===== config.mk =====
export PLATFORM = sky130hd
export DESIGN_NAME = button_conditioner
export DESIGN_NICKNAME = d
export VERILOG_FILES = /design/src/rtl/scoreboard_pkg.sv /design/src/rtl/debounce_channel.sv /design/src/rtl/button_conditioner.sv
export SDC_FILE = /design/constraint.sdc
export NUM_CORES = 1
export LEC_CHECK = 0
export CORE_ASPECT_RATIO = 0.6
export CORE_MARGIN = 4
export CORE_UTILIZATION = 60
export DETAILED_ROUTE_END_ITERATION = 16
export PLACE_DENSITY = 0.78
export RECOVER_POWER = 25
export SYNTH_ARGS = -nofsm -noshare
export SYNTH_HDL_FRONTEND = slang
export SYNTH_HIERARCHICAL = 1
export SYNTH_SLANG_ARGS = --single-unit

===== constraint.sdc =====
create_clock -name clk_i -period 6.8 [get_ports clk_i]
set_clock_uncertainty 0.15 [all_clocks]
set_input_delay 1.02 -clock clk_i [delete_from_list [all_inputs] [get_ports clk_i]]
set_output_delay 1.02 -clock clk_i [all_outputs]
set_load 0.01 [all_outputs]

===== src/rtl/scoreboard_pkg.sv =====
// scoreboard_pkg: shared defaults and channel state encoding for the button conditioner.
package scoreboard_pkg;
    localparam int unsigned DEBOUNCE_CYCLES_DEF = 1000;
    localparam int unsigned LONG_CYCLES_DEF     = 4096;
    typedef enum logic [1:0] {
        IDLE,
        PRESS_WAIT,
        HELD,
        RELEASE_WAIT
    } chan_state_t;
endpackage


===== src/rtl/debounce_channel.sv =====
// debounce_channel: 2-flop synchronizer, saturating stability counter and press/release FSM for one button.
module debounce_channel
    import scoreboard_pkg::*;
#(
    parameter int unsigned DEBOUNCE_CYCLES = DEBOUNCE_CYCLES_DEF
) (
    input  logic clk_i,
    input  logic rst_i,
    input  logic button_i,
    output logic press_o,
    output logic level_o
);
    localparam logic [19:0] LIMIT = 20'(DEBOUNCE_CYCLES);

    logic [1:0]  sync;
    logic [19:0] cnt, cnt_nxt;
    logic        press_nxt, smp, done;
    chan_state_t state, state_nxt;

    assign smp     = sync[1];
    // The current sample is the one that would bring the run up to LIMIT.
    assign done    = ({1'b0, cnt} + 21'd1) >= {1'b0, LIMIT};
    assign level_o = (state == HELD) || (state == RELEASE_WAIT);

    always_ff @(posedge clk_i) begin
        if (rst_i) begin
            sync    <= '0;
            state   <= IDLE;
            cnt     <= '0;
            press_o <= 1'b0;
        end else begin
            sync    <= {sync[0], button_i};
            state   <= state_nxt;
            cnt     <= cnt_nxt;
            press_o <= press_nxt;
        end
    end

    always_comb begin
        state_nxt = state;
        cnt_nxt   = cnt;
        press_nxt = 1'b0;
        case (state)
            IDLE: begin
                state_nxt = smp ? PRESS_WAIT : IDLE;
                cnt_nxt   = smp ? 20'd1 : cnt;
            end
            PRESS_WAIT: begin
                state_nxt = !smp ? IDLE : (done ? HELD : PRESS_WAIT);
                cnt_nxt   = done ? LIMIT : cnt + 20'd1;
                press_nxt = smp && done;
            end
            HELD: begin
                state_nxt = smp ? HELD : RELEASE_WAIT;
                cnt_nxt   = smp ? cnt : 20'd1;
            end
            RELEASE_WAIT: begin
                state_nxt = smp ? HELD : (done ? IDLE : RELEASE_WAIT);
                cnt_nxt   = done ? LIMIT : cnt + 20'd1;
            end
            default: state_nxt = IDLE;
        endcase
    end
endmodule


===== src/rtl/button_conditioner.sv =====
// button_conditioner: two independent debounced buttons with press pulses and levels;
// define BUTTON_LONGPRESS_CLEAR_EN to add a clear_o pulse after both are held LONG_CYCLES.
module button_conditioner
    import scoreboard_pkg::*;
#(
    parameter int unsigned DEBOUNCE_CYCLES = DEBOUNCE_CYCLES_DEF,
    parameter int unsigned LONG_CYCLES     = LONG_CYCLES_DEF
) (
    input  logic clk_i,
    input  logic rst_i,
    input  logic p1_button_i,
    input  logic p2_button_i,
    output logic p1_press_o,
    output logic p2_press_o,
    output logic p1_level_o,
    output logic p2_level_o,
    output logic clear_o
);
    if (DEBOUNCE_CYCLES == 0 || DEBOUNCE_CYCLES > 32'hFFFFF) begin : g_bad_debounce
        $error("DEBOUNCE_CYCLES out of range");
    end
    if (LONG_CYCLES == 0 || LONG_CYCLES > 32'hFFFFFF) begin : g_bad_long
        $error("LONG_CYCLES out of range");
    end

    debounce_channel #(.DEBOUNCE_CYCLES(DEBOUNCE_CYCLES)) u_p1 (
        .clk_i    (clk_i),
        .rst_i    (rst_i),
        .button_i (p1_button_i),
        .press_o  (p1_press_o),
        .level_o  (p1_level_o)
    );

    debounce_channel #(.DEBOUNCE_CYCLES(DEBOUNCE_CYCLES)) u_p2 (
        .clk_i    (clk_i),
        .rst_i    (rst_i),
        .button_i (p2_button_i),
        .press_o  (p2_press_o),
        .level_o  (p2_level_o)
    );

`ifdef BUTTON_LONGPRESS_CLEAR_EN
    localparam logic [23:0] LONG_LIMIT = 24'(LONG_CYCLES);
    logic [23:0] long_cnt;
    logic        both;

    assign both = p1_level_o && p2_level_o;

    // Counter parks at LONG_LIMIT so clear_o fires once per joint hold.
    always_ff @(posedge clk_i) begin
        if (rst_i) begin
            long_cnt <= '0;
            clear_o  <= 1'b0;
        end else begin
            long_cnt <= !both ? 24'd0 : (long_cnt == LONG_LIMIT ? long_cnt : long_cnt + 24'd1);
            clear_o  <= both && (long_cnt == LONG_LIMIT - 24'd1);
        end
    end
`else
    assign clear_o = 1'b0;
`endif
endmodule


### Gate-type map, run 1

Drawn at 6 px/um.
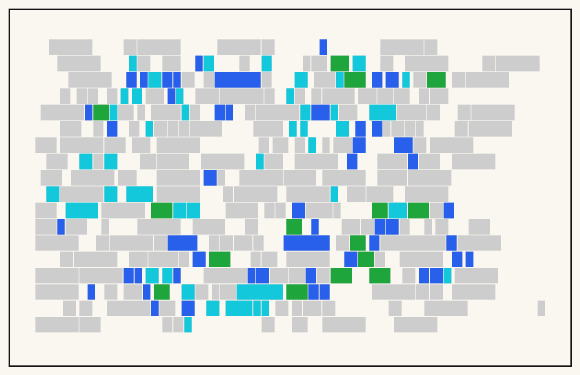
non-inverting ao/oa cells -> green  # cells 15
nor cells -> cyan  # cells 43, most used nor2_1
nand cells -> blue  # cells 50, most used nand3_1
most frequent logic cell in the layout: dfxtp_1
combinational share of cell area: 53.0%

### Clock wires, drivers and flops, run 1

Drawn at 4 px/um.
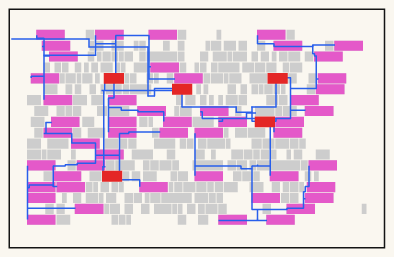
clock wires -> blue  # length 555 um
flip-flops -> magenta  # count 50
clock drivers -> red  # count 5
flops lie = widely spread
routed clock nets = 6
Late-Pin Clk Latency: 300 ps
power share of the clock group: 40.0%

### Layout detail, run 1

Window x 32 to 62, y 3 to 33 um. Cells in grey, sequential cells in the stronger grey; small squares are vias.
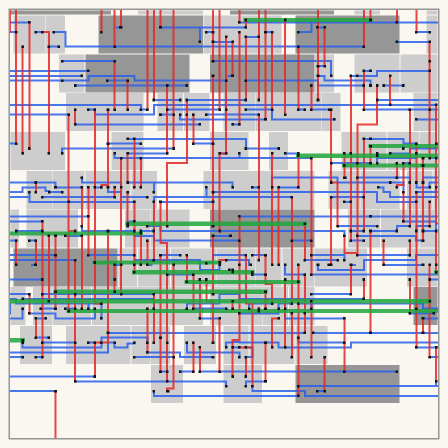
metal 3 -> green
metal 2 -> red
metal 1 -> blue
netlist names of flops here include = u_p2/cnt (6), u_p1/cnt (1)
sequential cells in the window = 7
most frequent = dfxtp_1 (7), o21ai_0 (6), nand3_1 (5)
cells with their middle in the window = 66

==> flow_metrics.env, run 1 <==
# flow metrics
export IMPL_top_regs="u_p1/cnt x20, u_p2/cnt x20"
export IMPL_pwr_share_comb_pct=3.9
export IMPL_min_from="u_p2/sync[0]"
export IMPL_hold_ws_ps=303
export IMPL_p_leak_nw=0.986
export IMPL_nNonClkBuffers=8
export IMPL_busiest_layer="met1"
export IMPL_area_growth_pct=5.62
export IMPL_ant_nets=0
export IMPL_post_route_util_pct=66.6
export IMPL_power_mw=0.531
export IMPL_grt_pass1_wl_mm=9.83
export IMPL_reg2reg_to="u_p2/cnt[9]"
export IMPL_min_to="u_p2/sync[1]"
export IMPL_cts_num_sinks=50
export IMPL_power_internal_mw=0.420
export IMPL_worstRegToRegCells=7
export IMPL_worstMarginPinSlew_ps=888
export IMPL_buf_share_pct=2.80
export IMPL_switching_power_mw=0.111
export IMPL_yosys_area_top_type="dfxtp_1"
export IMPL_post_route_period_util_pct=46.4
export IMPL_async_reset_ff_share_pct=0
export IMPL_grt_max_degree=24
export IMPL_root_buffer="clkbuf_8"
export IMPL_ios=9
export IMPL_antenna_cells=0
export IMPL_dp_cells=346
export IMPL_vdd_drop_max_uv=141
export IMPL_fp_util_pct=63.0
export IMPL_die_area_sq_um=5530
export IMPL_status="completed"
export IMPL_h_tree_depth=2
export IMPL_track_usage_pct=22.5
export IMPL_crit_end="u_p2/cnt[9]"
export IMPL_final_cell_area_sq_um=2770
export IMPL_yosysChipArea_sq_um=2630
export IMPL_n_clock_buffer=6
export IMPL_taps=60
export IMPL_warning_count=26
export IMPL_swShare_pct=20.8
export IMPL_seq_cell_count=50
export IMPL_cts_buffer_depth=2
export IMPL_post_place_ws_ps=3440
export IMPL_logic_area_sq_um=1470
export IMPL_via_count=2255
export IMPL_pwr_share_seq_pct=56.2
export IMPL_setup_viol=0
-- run 1: power by group through the flow --
stage / registers (mW) / clock network (mW) / logic (mW)
2_1_floorplan: 0.303 / 0 / 0.0169
3_3_place_gp: 0.305 / 0 / 0.0198
3_5_place_dp: 0.305 / 0 / 0.0206
4_1_cts: 0.298 / 0.216 / 0.0206
5_1_grt: 0.299 / 0.230 / 0.0230
6_report: 0.298 / 0.212 / 0.0206
-- run 1: layout by cell type, fill, tap and decap left out, types with 3 or more instances in the layout --
cell and instances:
xnor2_1 6, dfxtp_1 50, clkbuf_8 6, mux2i_1 3, nand4_1 5, a21o_1 5, dlygate4sd3_1 5, a311oi_1 3
nor3_1 5, a21oi_1 8, o21ai_1 4, nand2_1 16, nand3_1 19, nor2_1 19, o31ai_1 5, inv_1 10
or3_1 5, and2_1 12, a221oi_2 4, o21ai_0 21, nor2b_1 7, a32o_1 5, nor4_1 6, nand2b_1 3
and3_1 13, a31oi_1 6
-- run 1: critical path: cells and delay by family, from the launching register on --
kind	cells	cell delay, ps
and+or+nand+nor	4	1600
DFF	1	460
AOI/OAI and AO/OA	3	840
-- run 1: cells by family (layout without fill, tap and decap cells) --
group | count (synthesis) | in the layout | synth area share (%)
flops | 50 | 50 | 38.1
compound gates | 76 | 76 | 21.2
mux | 3 | 3 | 1.14
buf+inv | 31 | 25 | 5.91
simple gates | 128 | 128 | 29.9
xor+xnor | 8 | 8 | 2.67
other cells | 1 | 1 | 0.143
fa+ha+maj | 2 | 2 | 0.953
-- run 1: routing by layer --
metal,vias to the layer above,share of wire (%)
li1,1093,-
met1,1042,51
met2,114,38
met3,6,9.6
met4,0,0.69
met5,-,0
==> inputs of run 2 (changes only) <==
==> constraint.sdc (replaced) <==
create_clock -name clk_i -period 2.95 [get_ports clk_i]
set_clock_uncertainty 0.15 [all_clocks]
set_input_delay 0.4425 -clock clk_i [delete_from_list [all_inputs] [get_ports clk_i]]
set_output_delay 0.4425 -clock clk_i [all_outputs]
set_load 0.01 [all_outputs]
### Gate-type map, run 2

Drawn at 6 px/um.
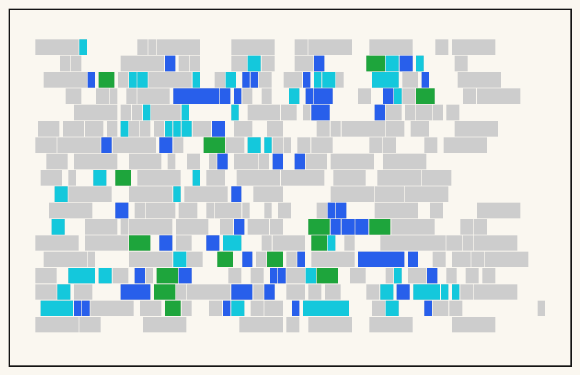
non-inverting ao/oa cells -> green  # cells 15
nand cells -> blue  # cells 50, most used nand3_1
nor cells -> cyan  # cells 43, most used nor2_1
combinational share of cell area: 52.6%
Final Non-Filler Cells: 360

==> run 2 against run 1 <==
Area after synthesis unchanged. Largest power group unchanged. Critical endpoint is now u_p1/cnt[1]. Critical path depth increased by 1. Die area did not move.
==> flow_metrics.env, run 2 <==
# flow metrics
export IMPL_post_route_util_pct=67.4
export IMPL_grt_pass1_wl_mm=9.85
export IMPL_most_common_layout_cells="dfxtp_1, o21ai_0, nor2_1"
export IMPL_swShare_pct=21.2
export IMPL_worst_path_buf_inv=0
export IMPL_dp_cells=352
export IMPL_top_logic_kind="simple AND/OR/NAND/NOR gates"
export IMPL_fp_util_pct=63.0
export IMPL_hold_ws_ps=303
export IMPL_cts_buffer_depth=2
export IMPL_ios=9
export IMPL_status="completed"
export IMPL_cts_num_sinks=50
export IMPL_yosysChipArea_sq_um=2630
export IMPL_async_reset_ff_share_pct=0
export IMPL_yosys_area_top_type="dfxtp_1"
export IMPL_antenna_cells=0
export IMPL_min_from="u_p1/sync[0]"
export IMPL_fa_ha_area_share_pct=0.953
export IMPL_reg2reg_to="u_p1/cnt[1]"
export IMPL_top_regs="u_p1/cnt x20, u_p2/cnt x20"
export IMPL_grt_max_degree=20
export IMPL_clock_latency_ps=300
export IMPL_ys_sh_mux_pct=1.14
export IMPL_logic_area_sq_um=1480
export IMPL_post_route_period_util_pct=94.0
export IMPL_root_buffer="clkbuf_8"
export IMPL_via_count=2279
export IMPL_pwr_share_seq_pct=56.8
### Routing congestion map, run 2

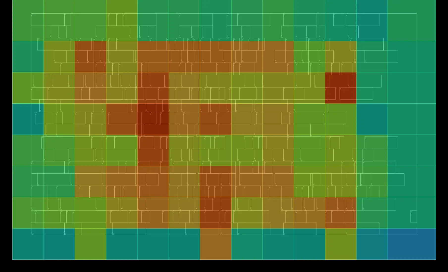
GR Util met1: 36.9%
total track usage: 22.3%
met2 Use GR: 29.4%
wire per inst: 15.9 um
met3 usage: 4.31%

## run 2: cell type report
type / instances / share of cell area [%]
clock buffers: 7 / 2.72
clock inverters: 1 / 1.07
inverters: 10 / 1.34
multi-input cells: 218 / 52.6
flip-flops and latches: 50 / 35.6
well taps: 60 / 2.67
repair buffers: 14 / 3.96
## run 2: per-layer routing
layer	global-route usage, %	vias up	share of wire, %
met3	4.31	9	9.3
li1	-	1102	-
met4	3.76	0	0.66
met2	29.4	97	39
met1	36.9	1071	51
met5	0	-	0
## run 2: per-stage QoR
stage | cell area (sq um) | setup slack, ps
floorplan | 2630 | 564
global placement | 2710 | 305
detailed placement | 2710 | 172
CTS | 2810 | 131
global route | 2810 | 22.1
finish | 2810 | 178
## run 2: worst max path at each step
stage	start	endpoint	slack [ps]	depth (start not counted)
2_1_floorplan	u_p2/cnt[1]	u_p2/cnt[1]	560	9
3_3_place_gp	u_p2/cnt[0]	u_p2/state[0]	300	9
3_5_place_dp	u_p2/cnt[0]	u_p2/press_o	170	9
4_1_cts	u_p2/cnt[1]	u_p2/press_o	130	9
5_1_grt	u_p1/cnt[0]	u_p1/cnt[7]	20	7
6_report	u_p1/cnt[0]	u_p1/cnt[1]	180	8
## run 2: power by group through the flow
stage	sequential, mW	clock, mW	combinational (mW)
after floorplan	0.699	0	0.0390
after global placement	0.702	0	0.0504
after detailed placement	0.703	0	0.0508
after CTS	0.687	0.484	0.0515
after global routing	0.688	0.519	0.0552
final	0.687	0.472	0.0498
## run 2: repair_timing
item,4_1_cts,5_1_grt
endpoints found under the hold margin,0,0
setup endpoints to repair,0,5
gates resized,0,2
No activity file was given, so power comes from the tool's default toggle rates.
